[config.mk]
export PLATFORM = sky130hd
export DESIGN_NAME = joy_debounce_events
export DESIGN_NICKNAME = d
export VERILOG_FILES = /design/src/rtl/joy_debounce_events.sv
export SDC_FILE = /design/constraint.sdc
export NUM_CORES = 1
export LEC_CHECK = 0
export CORE_UTILIZATION = 66
export CTS_BUF_LIST = sky130_fd_sc_hd__clkbuf_16
export CTS_CLUSTER_DIAMETER = 40
export CTS_CLUSTER_SIZE = 40
export DETAILED_ROUTE_END_ITERATION = 10
export GPL_TIMING_DRIVEN = 0
export PLACE_DENSITY = 0.85
export SLEW_MARGIN = 5
export SYNTH_ARGS = -nofsm -noshare
export SYNTH_HDL_FRONTEND = slang
export SYNTH_SLANG_ARGS = --single-unit
[constraint.sdc]
create_clock -name clk -period 5.2 [get_ports clk]
set_clock_uncertainty 0.1 [all_clocks]
set_input_delay 0.78 -clock clk [delete_from_list [all_inputs] [get_ports clk]]
set_output_delay 0.78 -clock clk [all_outputs]
set_load 0.02 [all_outputs]
[src/rtl/joy_debounce_events.sv]
// Debounces a raw joystick button vector into clean levels and queues one
// {dir, idx} event per debounced press/release in a small FWFT FIFO.
module joy_debounce_events #(
  parameter int unsigned NBTN         = 12,
  parameter int unsigned DEBOUNCE_CYC = 5000,
  parameter int unsigned CNT_W        = 13,
  parameter int unsigned FIFO_DEPTH   = 8
) (
  input  logic                          clk,
  input  logic                          rst,
  input  logic                          src_ready,
  input  logic [NBTN-1:0]               joy_raw,
  output logic [NBTN-1:0]               joy_state,
  output logic                          ev_valid,
  input  logic                          ev_ready,
  output logic [4:0]                    ev_data,
  output logic                          ev_overflow,
  output logic [$clog2(FIFO_DEPTH):0]   fifo_level
);

  localparam int unsigned PTR_W = $clog2(FIFO_DEPTH);
  localparam int unsigned LVL_W = PTR_W + 1;
  localparam int unsigned IDX_W = 4;
  localparam int unsigned EV_W  = IDX_W + 1;
  localparam logic [CNT_W-1:0] CNT_MAX = CNT_W'(DEBOUNCE_CYC - 1);
  localparam logic [LVL_W-1:0] LVL_FULL = LVL_W'(FIFO_DEPTH);

  logic [NBTN-1:0]  r_sync1, r_sync2;
  logic [NBTN-1:0]  r_state;
  logic [CNT_W-1:0] r_cnt [NBTN];
  logic [NBTN-1:0]  r_pend, r_pdir;
  logic             r_overflow;
  logic [EV_W-1:0]  r_mem [FIFO_DEPTH];
  logic [PTR_W-1:0] r_wr_ptr, r_rd_ptr;
  logic [LVL_W-1:0] r_level;
  logic             r_valid;
  logic [EV_W-1:0]  r_head;

  logic [NBTN-1:0]  w_state_n, w_toggle;
  logic [CNT_W-1:0] w_cnt_n [NBTN];
  logic [NBTN-1:0]  w_sel_oh, w_clr, w_pend_n, w_pdir_n;
  logic [IDX_W-1:0] w_sel_idx;
  logic             w_sel_dir, w_push, w_pop, w_lost;
  logic [EV_W-1:0]  w_push_data, w_head_n;
  logic [PTR_W-1:0] w_wr_n, w_rd_n;
  logic [LVL_W-1:0] w_level_n, w_remain;

  // Per-button debounce: count while the synced level disagrees with joy_state.
  always_comb begin
    w_state_n = r_state;
    w_toggle  = '0;
    for (int i = 0; i < int'(NBTN); i++) begin
      w_cnt_n[i] = '0;
      if (src_ready && (r_sync2[i] != r_state[i])) begin
        if (r_cnt[i] == CNT_MAX) begin
          w_toggle[i]  = 1'b1;
          w_state_n[i] = r_sync2[i];
        end else begin
          w_cnt_n[i] = r_cnt[i] + CNT_W'(1);
        end
      end
    end
  end

  // Lowest-index pending event wins; the descending scan leaves the lowest hit.
  always_comb begin
    w_sel_idx = '0;
    w_sel_oh  = '0;
    w_sel_dir = 1'b0;
    for (int i = int'(NBTN) - 1; i >= 0; i--) begin
      if (r_pend[i]) begin
        w_sel_idx   = IDX_W'(i);
        w_sel_oh    = '0;
        w_sel_oh[i] = 1'b1;
        w_sel_dir   = r_pdir[i];
      end
    end
    w_push      = (|r_pend) && (r_level < LVL_FULL);
    w_push_data = {w_sel_dir, w_sel_idx};
    w_clr       = w_push ? w_sel_oh : '0;
  end

  // A new toggle on a still-pending button overwrites its direction.
  always_comb begin
    w_pend_n = (r_pend & ~w_clr) | w_toggle;
    w_lost   = |(w_toggle & r_pend & ~w_clr);
    for (int i = 0; i < int'(NBTN); i++) begin
      w_pdir_n[i] = w_toggle[i] ? w_state_n[i] : r_pdir[i];
    end
  end

  // FIFO bookkeeping; the head register holds the next word to present.
  always_comb begin
    w_pop     = r_valid & ev_ready;
    w_wr_n    = r_wr_ptr + PTR_W'(w_push);
    w_rd_n    = r_rd_ptr + PTR_W'(w_pop);
    w_level_n = r_level + LVL_W'(w_push) - LVL_W'(w_pop);
    w_remain  = r_level - LVL_W'(w_pop);
    w_head_n  = r_head;
    if (w_remain != '0) begin
      w_head_n = r_mem[w_rd_n];
    end else if (w_push) begin
      w_head_n = w_push_data;
    end
  end

  always_ff @(posedge clk) begin
    if (rst) begin
      r_sync1    <= '0;
      r_sync2    <= '0;
      r_state    <= '0;
      r_pend     <= '0;
      r_pdir     <= '0;
      r_overflow <= 1'b0;
      r_wr_ptr   <= '0;
      r_rd_ptr   <= '0;
      r_level    <= '0;
      r_valid    <= 1'b0;
      r_head     <= '0;
      for (int i = 0; i < int'(NBTN); i++) r_cnt[i] <= '0;
      for (int i = 0; i < int'(FIFO_DEPTH); i++) r_mem[i] <= '0;
    end else begin
      r_sync1    <= joy_raw;
      r_sync2    <= r_sync1;
      r_state    <= w_state_n;
      r_pend     <= w_pend_n;
      r_pdir     <= w_pdir_n;
      r_overflow <= r_overflow | w_lost;
      r_wr_ptr   <= w_wr_n;
      r_rd_ptr   <= w_rd_n;
      r_level    <= w_level_n;
      r_valid    <= (w_level_n != '0);
      r_head     <= w_head_n;
      for (int i = 0; i < int'(NBTN); i++) r_cnt[i] <= w_cnt_n[i];
      if (w_push) r_mem[r_wr_ptr] <= w_push_data;
    end
  end

  assign joy_state   = r_state;
  assign ev_valid    = r_valid;
  assign ev_data     = r_head;
  assign ev_overflow = r_overflow;
  assign fifo_level  = r_level;

endmodule

**Run 1: clock network drawn from the DEF**

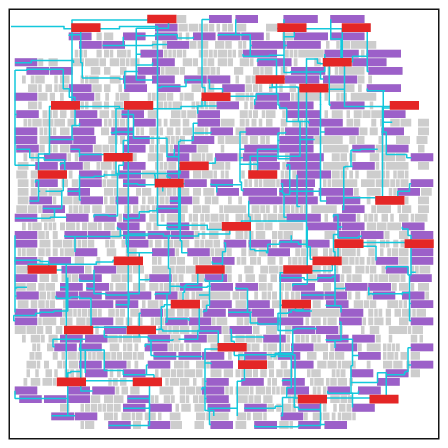
- cells driving clock nets: red (count 35)
- flip-flops: purple (count 273)
- clock wires: cyan (length 3250 um)
- flops lie: widely spread
- routed clock nets: 36

**Run 1: cell placement**

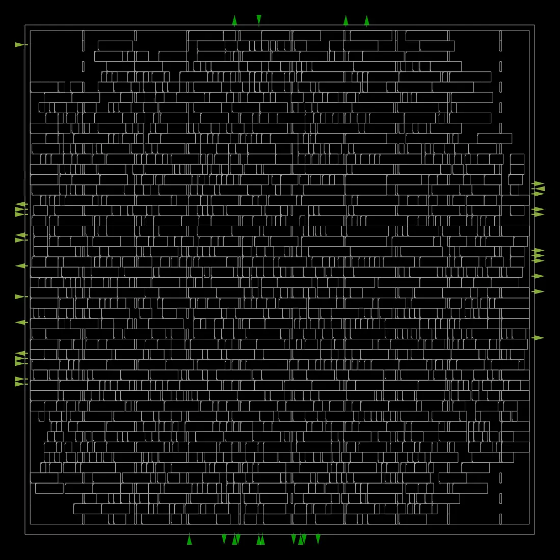
Filler cells: 1091
Seq area share: 43.7%
tapcell count: 225
# rows: 48

**Run 1: selected gate families**

Scale bar: 50 um.
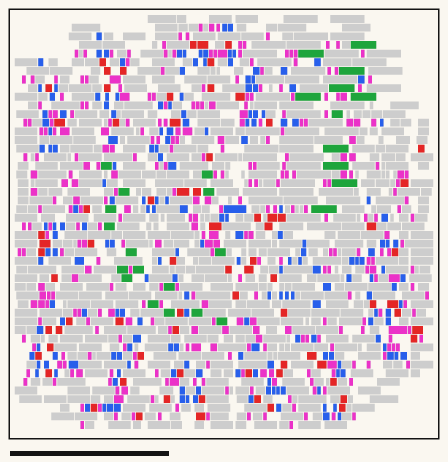
- NOR gates: magenta (cells 332; where widely spread)
- AND and OR gates: red (cells 74; where widely spread)
- NAND gates: blue (cells 197; where widely spread)
- multiplexers: green (cells 27)

**Run 1: layout detail**

Scale bar: 10 um. Region (55, 28) to (80, 53) um. Cells in gray, sequential cells in the stronger gray; small squares are vias.
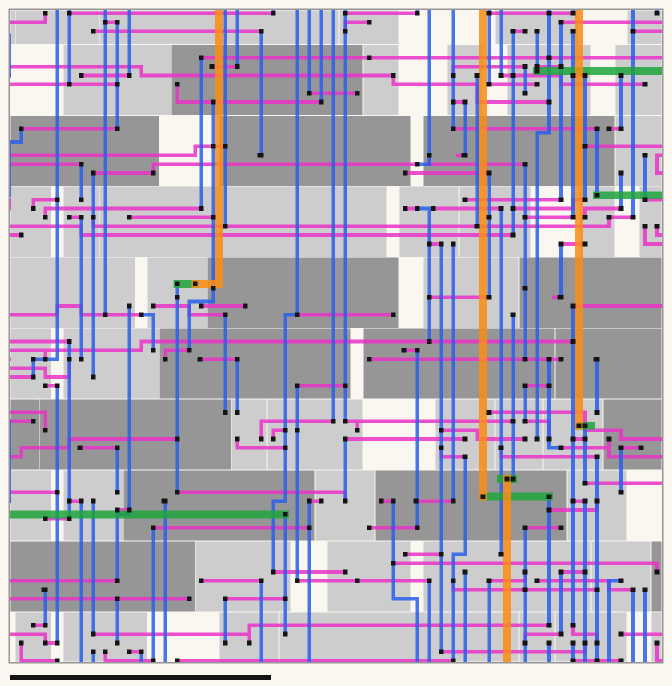
- met4: orange
- met2: blue
- met3: green
- met1: magenta
- netlist names of flops here include: r_cnt (3), r_pdir (3), r_sync1 (2)
- sequential cells in the window: 13
- most frequent: dfxtp_1 (13), nor2b_1 (8), nor2_1 (6)
- cells with their middle in the window: 49

==> results.sh, run 1 <==
# physical design summary
export IMPL_min_to="r_sync2[6]$_SDFF_PP0_"
export IMPL_die_w_um=135
export IMPL_r2r_end="ev_valid$_SDFF_PP0_"
export IMPL_area_leaders="dfxtp_1, edfxtp_1, nor2_1, xor2_1, nand3_1"
export IMPL_xor_area_share_pct=10.8
export IMPL_wl_um=23700
export IMPL_edf_count=40
export IMPL_power_density_nw_per_um2=381
export IMPL_ys_async_sr_fraction_pct=0
export IMPL_crit_path_start="r_pend[10]$_SDFF_PP0_"
export IMPL_cts_htree_levels=2
export IMPL_power_total_mw=5.11
export IMPL_setup_viol=0
export IMPL_grt_use_met1_pct=33.5
export IMPL_grt_pass1_vias=8565
export IMPL_cts_buffer_depth=3
export IMPL_clock_latency_late_pin_ns=0.51
export IMPL_min_delay_start="r_sync1[6]$_SDFF_PP0_"
export IMPL_final_layout_top_logic_cells="nor2_1, dfxtp_1, xor2_1"
export IMPL_critPathTopFamily="simple AND/OR/NAND/NOR gates"
export IMPL_path_cells="buf_6 -> or4_4 -> o31ai_4 -> ha_1 -> inv_1 -> ha_1 -> inv_1 -> fa_1 -> xnor2_1 -> nor2_1 -> or4_1"
export IMPL_avgSynthCellArea_um2=9.54
export IMPL_grtUsageMet3_pct=5.03
export IMPL_worst_setup_path_type="flop to flop"
export IMPL_path_depth=11
export IMPL_grt_usage_pct=27.4
export IMPL_ys_chip_area_um2=11600
export IMPL_synth_warnings=0
export IMPL_core_area_um2=17200
export IMPL_layout_nets=1332
export IMPL_globalplace_congestion=0.844
export IMPL_vdd_ir_drop_max_mv=0.370
export IMPL_warnings=27
export IMPL_timing_fmax_mhz=283
export IMPL_ios=39
export IMPL_synth_nets=1258
export IMPL_min_path_type="flop to flop"
export IMPL_mux_area_share_pct=3.40
export IMPL_maxSlewHeadroom_pct=43.3
export IMPL_rrSetupSlack_ns=1.66
export IMPL_ys_flops=273
export IMPL_cts_setup_buffers=0
export IMPL_synthSimpleGateAreaFrac_pct=25.3
export IMPL_topCombFamilyByArea="simple AND/OR/NAND/NOR gates"
export IMPL_cp_arrival_ns=3.81
export IMPL_cp_required_ns=5.47
export IMPL_synth_distinct_cells=68
export IMPL_largest_area_cell="dfxtp_1"
export IMPL_finalCriticalPeriod_ns=3.54
export IMPL_cts_root_buffer="clkbuf_16"
export IMPL_ys_sh_aoi_pct=4.85
export IMPL_cts_resized_gates=0
export IMPL_vias_per_cell=5.64
export IMPL_synth_main_ff_cell="dfxtp_1"
export IMPL_syn_area_um2=11600
export IMPL_syn_to_final_growth_pct=15.3
export IMPL_ys_seq_share_pct=50.4
export IMPL_crit_path_max_incr_delay_ns=0.57
export IMPL_chipArea_um2=18200
export IMPL_grt_max_degree=16
export IMPL_cts_hold_buf=0
export IMPL_grt_busiest_layer="met2"
export IMPL_cts_sinks=273
export IMPL_status="finished, final reports clean"
export IMPL_overflow=0
export IMPL_period_used_pct=68.1
export IMPL_n_antenna_cell=0
export IMPL_first_iter_violations=524
export IMPL_reg2reg_from="r_pend[10]$_SDFF_PP0_"
export IMPL_cts_tree="yes"
export IMPL_endpoint_kind="flop"
export IMPL_numCtsBuffers=35
export IMPL_critPathMaxFanout=10
export IMPL_fp_utilization_pct=67.5
export IMPL_syn_inst=1219
export IMPL_yosys_area_top_type_share_pct=40.1
export IMPL_lay_top_count="nor2_1"
export IMPL_hold_viol_final=0
export IMPL_hold_depth=1
export IMPL_drive_above_1_share_pct=7.74
export IMPL_route_detailed_drc=0
export IMPL_grt_use_met2_pct=47.0
export IMPL_r2r_cells=11
export IMPL_antenna_found_initial=0
export IMPL_fin_setup_tns_ns=0
export IMPL_dp_hpwl_um=15600
export IMPL_rsz0062_at_grt="no"
export IMPL_io_buffers=37
export IMPL_power_leakage_nw=4.89
export IMPL_firstDrtPassIters=7
==> run 1: routing by layer <==
layer / vias to the layer above / share of wire (%)
met1: 4131 / 43
met3: 52 / 5.1
met5: - / 0
li1: 4289 / -
met2: 237 / 49
met4: 0 / 2.9
==> run 1: area by class of cell <==
type / instances / area, um2
Buffer: 37 / 205
Clock buffer: 37 / 926
Clock inverter: 25 / 206
Fill cell: 1091 / 3820
Inverter: 27 / 101
Multi-Input combinational cell: 882 / 5460
Sequential cell: 273 / 5870
Tap cell: 225 / 282
Timing Repair Buffer: 37 / 370
==> run 1: report_power, final <==
part	leakage [nW]	switching, mW	internal, mW
registers	2.30	0.0414	2.20
clock network	0.559	0.944	1.37
logic	2.04	0.290	0.262
==> run 1: cell families (layout without fill, tap and decap cells) <==
group,Yosys count,in the layout
adder cells (fa/ha/maj),23,23
AND-OR/OR-AND,85,85
buffers and inverters,64,163
AND/OR/NAND/NOR,603,603
flip-flops,273,273
multiplexers,27,27
XOR/XNOR,144,144
==> run 1: registers in the layout (all words and copies together), names as in the netlist <==
signal / flops
r_cnt: 156
r_wr_ptr: 3
r_sync2: 12
ev_data: 5
fifo_level: 4
r_rd_ptr: 3
r_pend: 12
r_pdir: 12
joy_state: 12
r_mem: 40
ev_overflow: 1
ev_valid: 1
r_sync1: 12
==> run 1: stage by stage <==
step           worst slack (ns)  instance area [um2]  utilization [%]  hold slack (ns)  instances
2_1_floorplan              2.08                11600                -            0.313       1219
3_5_place_dp               1.73                12300             71.3            0.328       1481
6_report                   1.66                13400             77.8            0.331       1543
3_3_place_gp               1.78                12300             71.3            0.320       1481
4_1_cts                    1.69                13400             77.8            0.336       1543
5_1_grt                    1.54                13400             77.8            0.343       1543
==> run 2: changes to the inputs <==
Settings changed: CORE_UTILIZATION 66 to 55, PLACE_DENSITY 0.85 to 0.76.
Clock period 5.2 ns to 3.1 ns, I/O delays scaled along.
**Run 2: selected gate families**

Scale bar: 50 um.
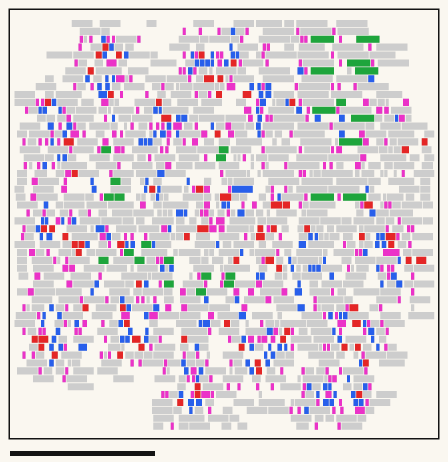
- NOR gates: magenta (cells 332; where widely spread)
- NAND gates: blue (cells 197; where widely spread)
- AND and OR gates: red (cells 74; where widely spread)
- multiplexers: green (cells 27)

==> run 2 against run 1 <==
  * Clock power is 61% higher
  * Combinational power is 83% higher
  * Total power is 67% higher
  * Register-to-register slack worse by 1.7 ns
  * Synthesized cell count stayed put
  * Critical path type unchanged
==> results.sh, run 2 <==
# physical design summary
export IMPL_syn_area_um2=11600
export IMPL_place_ws_ns=-0.294
export IMPL_cts_htree_levels=2
export IMPL_power_total_mw=8.51
export IMPL_largest_area_cell="dfxtp_1"
export IMPL_first_iter_violations=390
export IMPL_power_density_nw_per_um2=628
export IMPL_hold_viol_final=0
export IMPL_crit_path_max_incr_delay_ns=0.55
export IMPL_vdd_ir_drop_max_mv=0.322
export IMPL_wl_um=23000
export IMPL_ys_chip_area_um2=11600
export IMPL_route_detailed_drc=0
export IMPL_die_w_um=147
export IMPL_io_buffers=37
export IMPL_layout_nets=1340
export IMPL_power_clock_mw=3.73
export IMPL_synth_warnings=0
export IMPL_ys_flops=273
export IMPL_grtUsageMet3_pct=3.06
export IMPL_fp_row_count=52
export IMPL_final_area_um2=13600
export IMPL_edf_count=40
export IMPL_netSwitchingFraction_pct=25.1
export IMPL_cp_arrival_ns=3.37
export IMPL_cts_tree="yes"
export IMPL_core_area_um2=20500
export IMPL_comb_power_share_pct=11.9
export IMPL_power_largest_group="sequential cells"
export IMPL_placed_cell_area_um2=12300
export IMPL_antenna_found_initial=0
export IMPL_drive_above_1_share_pct=9.05
export IMPL_cts_root_buffer="clkbuf_16"
export IMPL_fin_cells=1596
export IMPL_pwr_share_clk_pct=43.8
export IMPL_overflow=0
export IMPL_lay_top_count="nor2_1"
export IMPL_fp_utilization_pct=56.8
export IMPL_utilization_pct=66.1
export IMPL_pwr_share_seq_pct=44.3
export IMPL_clkTransAtPathRegs_ns=0.05
export IMPL_path_depth=10
export IMPL_vias_per_cell=5.35
export IMPL_worst_setup_path_type="flop to flop"
export IMPL_ios=39
export IMPL_yosys_area_top_type_share_pct=40.1
export IMPL_p_sw_mw=2.13
export IMPL_numCtsBuffers=36
export IMPL_final_layout_top_logic_cells="nor2_1, dfxtp_1, xor2_1"
export IMPL_critPathMaxFanout=4
export IMPL_syn_inst=1219
export IMPL_n_antenna_cell=0
export IMPL_firstDrtPassIters=5
export IMPL_endpoint_kind="flop"
export IMPL_setup_slack_ns=0.00555
export IMPL_ys_seq_share_pct=50.4
export IMPL_cp_required_ns=3.37
export IMPL_dp_cells=1526
export IMPL_power_leakage_nw=4.91
export IMPL_warnings=28
export IMPL_timing_fmax_mhz=323
export IMPL_globalplace_congestion=0.827
export IMPL_grt_pass1_vias=8191
export IMPL_largest_registers="r_cnt: 156 flops, r_mem: 40 flops"
export IMPL_grt_max_degree=14
export IMPL_path_cells="buf_6 -> or4_4 -> o31ai_4 -> ha_4 -> inv_4 -> ha_4 -> inv_2 -> fa_2 -> nor2_2 -> or4_1"
export IMPL_grt_usage_pct=21.6
export IMPL_cts_sinks=273
export IMPL_setup_viol=0
export IMPL_largest_reg_flops=156
export IMPL_p_comb_mw=1.01
export IMPL_reg2reg_from="r_pend[10]$_SDFF_PP0_"
export IMPL_r2r_cells=10
export IMPL_cts_buffer_depth=3
export IMPL_min_path_type="flop to flop"
export IMPL_grt_use_met2_pct=37.3
export IMPL_r2r_end="ev_valid$_SDFF_PP0_"
export IMPL_p_int_mw=6.38
export IMPL_rrSetupSlack_ns=0.006
export IMPL_period_used_pct=99.8
export IMPL_seq_power_mw=3.77
export IMPL_fillers=1646
export IMPL_status="finished, final reports clean"
export IMPL_area_leaders="dfxtp_1, edfxtp_1, nor2_1, xor2_1, nand3_1"
export IMPL_dp_hpwl_um=15500
**Run 2: layout detail**

Scale bar: 10 um. Region (61, 32) to (86, 57) um. Cells in gray, sequential cells in the stronger gray; small squares are vias.
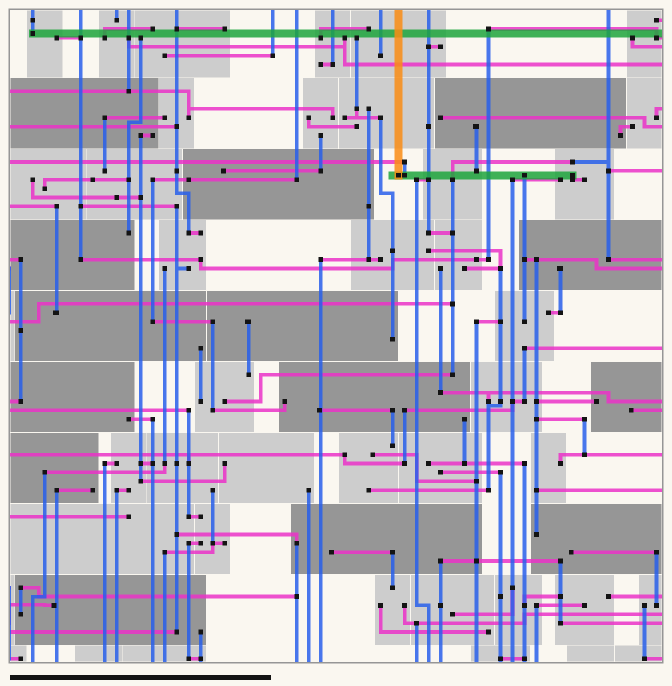
- met2: blue
- met4: orange
- met1: magenta
- met3: green
- most frequent: dfxtp_1 (12), nor2_1 (7), nor2b_1 (6)
- sequential cells in the window: 12
- netlist names of flops here include: r_cnt (5), r_sync1 (3), joy_state (2)
- cells with their middle in the window: 45

[run 2: cell counts after synthesis]
Identical to the previous run, type by type.
[run 2: cell type report]
cell class                 instances  area (um2)  share of cell area, %
inverter                          27         104                  0.766
sequential                       273        5870                   43.3
clock buffer                      37         926                   6.83
clock inverter                    26         166                   1.23
buffer                            37         205                   1.51
tap                              270         338                   2.49
timing repair buffer              44         427                   3.15
multi-input combinational        882        5520                   40.7
[run 2: cells by family after synthesis]
family,synth area share [%]
AND/OR/NAND/NOR,25.3
flip-flops,50.4
XOR/XNOR,10.8
AND-OR/OR-AND,4.85
buffers and inverters,2.63
multiplexers,3.40
adder cells (fa/ha/maj),2.54
[run 2: layer usage]
metal  vias to the layer above  share of wire (%)
li1                       4313                  -
met3                        50                4.7
met4                         0                2.3
met2                       193                 48
met5                         -                  0
met1                      3988                 45
[run 2: worst min path at each step]
stage / startpoint / end / slack (ns) / cells after the start
global route: r_sync1[0]$_SDFF_PP0_ / r_sync2[0]$_SDFF_PP0_ / 0.35 / 1
CTS: rst / fifo_level[0]$_SDFF_PP0_ / 0.32 / 2
finish: r_sync1[2]$_SDFF_PP0_ / r_sync2[2]$_SDFF_PP0_ / 0.33 / 1
global placement: r_sync1[5]$_SDFF_PP0_ / r_sync2[5]$_SDFF_PP0_ / 0.32 / 1
detailed placement: r_sync1[0]$_SDFF_PP0_ / r_sync2[0]$_SDFF_PP0_ / 0.32 / 1
floorplan: r_cnt[2][26]$_SDFF_PP0_ / r_cnt[2][26]$_SDFF_PP0_ / 0.31 / 1
[run 2: repair_timing]
action                                  in CTS  in global routing
endpoints found under the setup margin       1                  1
resized                                      2                 13
pin swaps                                    2                  9
buffers inserted                             2                  5
==> run 3: changes to the inputs <==
Settings changed: SLEW_MARGIN 5 to 20.
**Run 3: clock network drawn from the DEF**

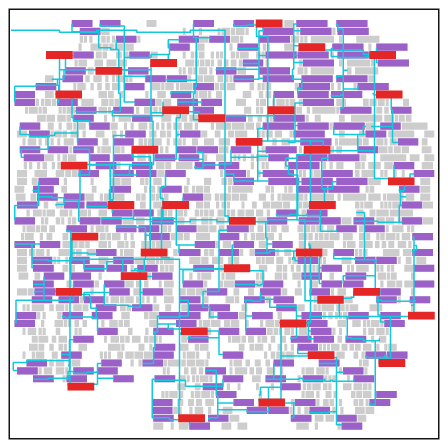
Clk power: 3.73 mW
Clock Latency Late Sink: 0.51 ns
clock power share: 43.8%

==> run 3 against run 2 <==
  * Count of clock-buffer cells in the layout unchanged
  * Die size is the same
  * Largest cell class unchanged
  * Non-clock buffer count is the same
==> results.sh, run 3 <==
# physical design summary
export IMPL_maxSlewHeadroom_pct=37.5
export IMPL_overflow=0
export IMPL_cp_arrival_ns=3.37
export IMPL_hold_viol_final=0
export IMPL_seq_power_mw=3.77
export IMPL_clkTransAtPathRegs_ns=0.05
export IMPL_final_area_um2=13600
export IMPL_mux_area_share_pct=3.40
export IMPL_drive_above_1_share_pct=9.05
export IMPL_placed_cell_area_um2=12300
export IMPL_clkbuf_count=37
export IMPL_fin_setup_tns_ns=0
export IMPL_core_area_um2=20500
export IMPL_synthSimpleGateAreaFrac_pct=25.3
export IMPL_cts_hold_buf=0
export IMPL_cp_required_ns=3.37
export IMPL_status="finished, final reports clean"
export IMPL_largest_area_cell="dfxtp_1"
export IMPL_power_largest_group="sequential cells"
export IMPL_n_all_buffers=81
export IMPL_p_int_mw=6.38
export IMPL_n_all_inverters=27
export IMPL_comb_power_share_pct=11.9
export IMPL_ys_chip_area_um2=11600
export IMPL_clock_cell_area_share_pct=8.06
export IMPL_finalCriticalPeriod_ns=3.09
export IMPL_syn_to_final_growth_pct=16.5
export IMPL_synth_main_ff_cell="dfxtp_1"
export IMPL_wl_um=23000
export IMPL_comb_share_pct=40.7
export IMPL_dominant_cells="registers"
export IMPL_cts_sinks=273
export IMPL_ys_flops=273
export IMPL_dp_hpwl_um=15500
export IMPL_p_sw_mw=2.13
export IMPL_period_used_pct=99.8
export IMPL_fillers=1646
export IMPL_buffer_area_share_pct=4.66
export IMPL_netSwitchingFraction_pct=25.1
export IMPL_grt_usage_pct=21.6
export IMPL_vias_per_cell=5.35
export IMPL_ys_seq_share_pct=50.4
export IMPL_route_detailed_drc=0
export IMPL_ys_async_sr_fraction_pct=0
export IMPL_timing_fmax_mhz=323
export IMPL_area_leaders="dfxtp_1, edfxtp_1, nor2_1, xor2_1, nand3_1"
export IMPL_seq_area_um2=5870
export IMPL_antenna_found_initial=0
export IMPL_numCtsBuffers=36
export IMPL_grt_max_degree=14
export IMPL_grt_pass1_vias=8191
export IMPL_fp_utilization_pct=56.8
export IMPL_syn_inst=1219
export IMPL_cts_buffer_depth=3
export IMPL_yosys_area_top_type_share_pct=40.1
export IMPL_n_antenna_cell=0
export IMPL_first_iter_violations=390
export IMPL_synth_cellmix_adderShare_pct=2.54
export IMPL_avgSynthCellArea_um2=9.54
export IMPL_synth_nets=1258
export IMPL_edf_count=40
export IMPL_io_buffers=37
export IMPL_logic_area_um2=5520
export IMPL_ys_sh_aoi_pct=4.85
export IMPL_pwr_share_seq_pct=44.3
export IMPL_n_tap_cell=270
export IMPL_rsz0062_at_grt="yes"
export IMPL_fin_cells=1596
export IMPL_critPathMaxFanout=4
export IMPL_cts_root_buffer="clkbuf_16"
export IMPL_globalplace_congestion=0.827
export IMPL_worst_setup_path_type="flop to flop"
export IMPL_setup_viol=0
export IMPL_largest_registers="r_cnt: 156 flops, r_mem: 40 flops"
export IMPL_path_cells="buf_6 -> or4_4 -> o31ai_4 -> ha_4 -> inv_4 -> ha_4 -> inv_2 -> fa_2 -> nor2_2 -> or4_1"
export IMPL_ff_count=273
export IMPL_comb_cells=882
export IMPL_die_w_um=147
export IMPL_warnings=28
export IMPL_fp_row_count=52
export IMPL_syn_area_um2=11600
export IMPL_dp_cells=1526
export IMPL_synth_warnings=0
**Run 3: wire density map**

The die is cut into 29 by 29 equal tiles; black is low, pale yellow is high, scaled to the fullest tile. Values are wire area over tile area, all layers added.
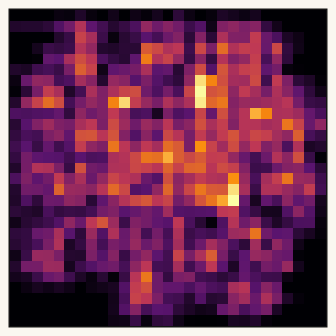
- nearly empty tiles: 13%
- mean over tiles: 0.17
- fullest tile: 0.60
- tiles over half the peak: 15%

==> run 3: cell counts after synthesis <==
Identical to the previous run, type by type.
==> run 3: critical path: cells and delay by family (launching register included) <==
kind / cells / cell delay, ns
buffers and inverters: 3 / 0.20
AOI/OAI and AO/OA: 1 / 0.34
adders and majority gates: 3 / 0.94
DFF: 1 / 0.31
and+or+nand+nor: 3 / 1.07
==> run 3: final timing paths <==
path	start	slack (ns)	endpoint	cells after the start
hold reg to reg	r_sync1[2]$_SDFF_PP0_	0.33	r_sync2[2]$_SDFF_PP0_	1
setup / recovery	r_pend[10]$_SDFF_PP0_	0.006	ev_valid$_SDFF_PP0_	10
setup reg to reg	r_pend[10]$_SDFF_PP0_	0.006	ev_valid$_SDFF_PP0_	10
hold / removal	r_sync1[2]$_SDFF_PP0_	0.33	r_sync2[2]$_SDFF_PP0_	1
==> run 3: repair_timing <==
action                                  in CTS  in global routing
endpoints found under the setup margin       1                  1
pin swaps                                    2                  9
setup buffers                                2                  5
resized                                      2                 13
==> run 3: stage by stage <==
stage	hold slack [ns]	power (mW)	setup slack (ns)	util, %
after detailed placement	0.320	4.76	-0.294	60.3
after global routing	0.348	8.82	-0.125	66.1
final	0.331	8.51	0.00555	66.1
after CTS	0.323	8.49	0.00644	65.7
after floorplan	0.313	4.46	0.00802	-
after global placement	0.319	4.73	-0.270	60.3
==> run 3: metal layers <==
layer / vias up / GRT usage [%] / part of all wire [%]
met5: - / 0 / 0
met4: 0 / 7.16 / 2.3
met3: 50 / 3.06 / 4.7
met2: 193 / 37.3 / 48
met1: 3988 / 27.8 / 45
li1: 4313 / - / -
Power and IR drop assume default switching activity.
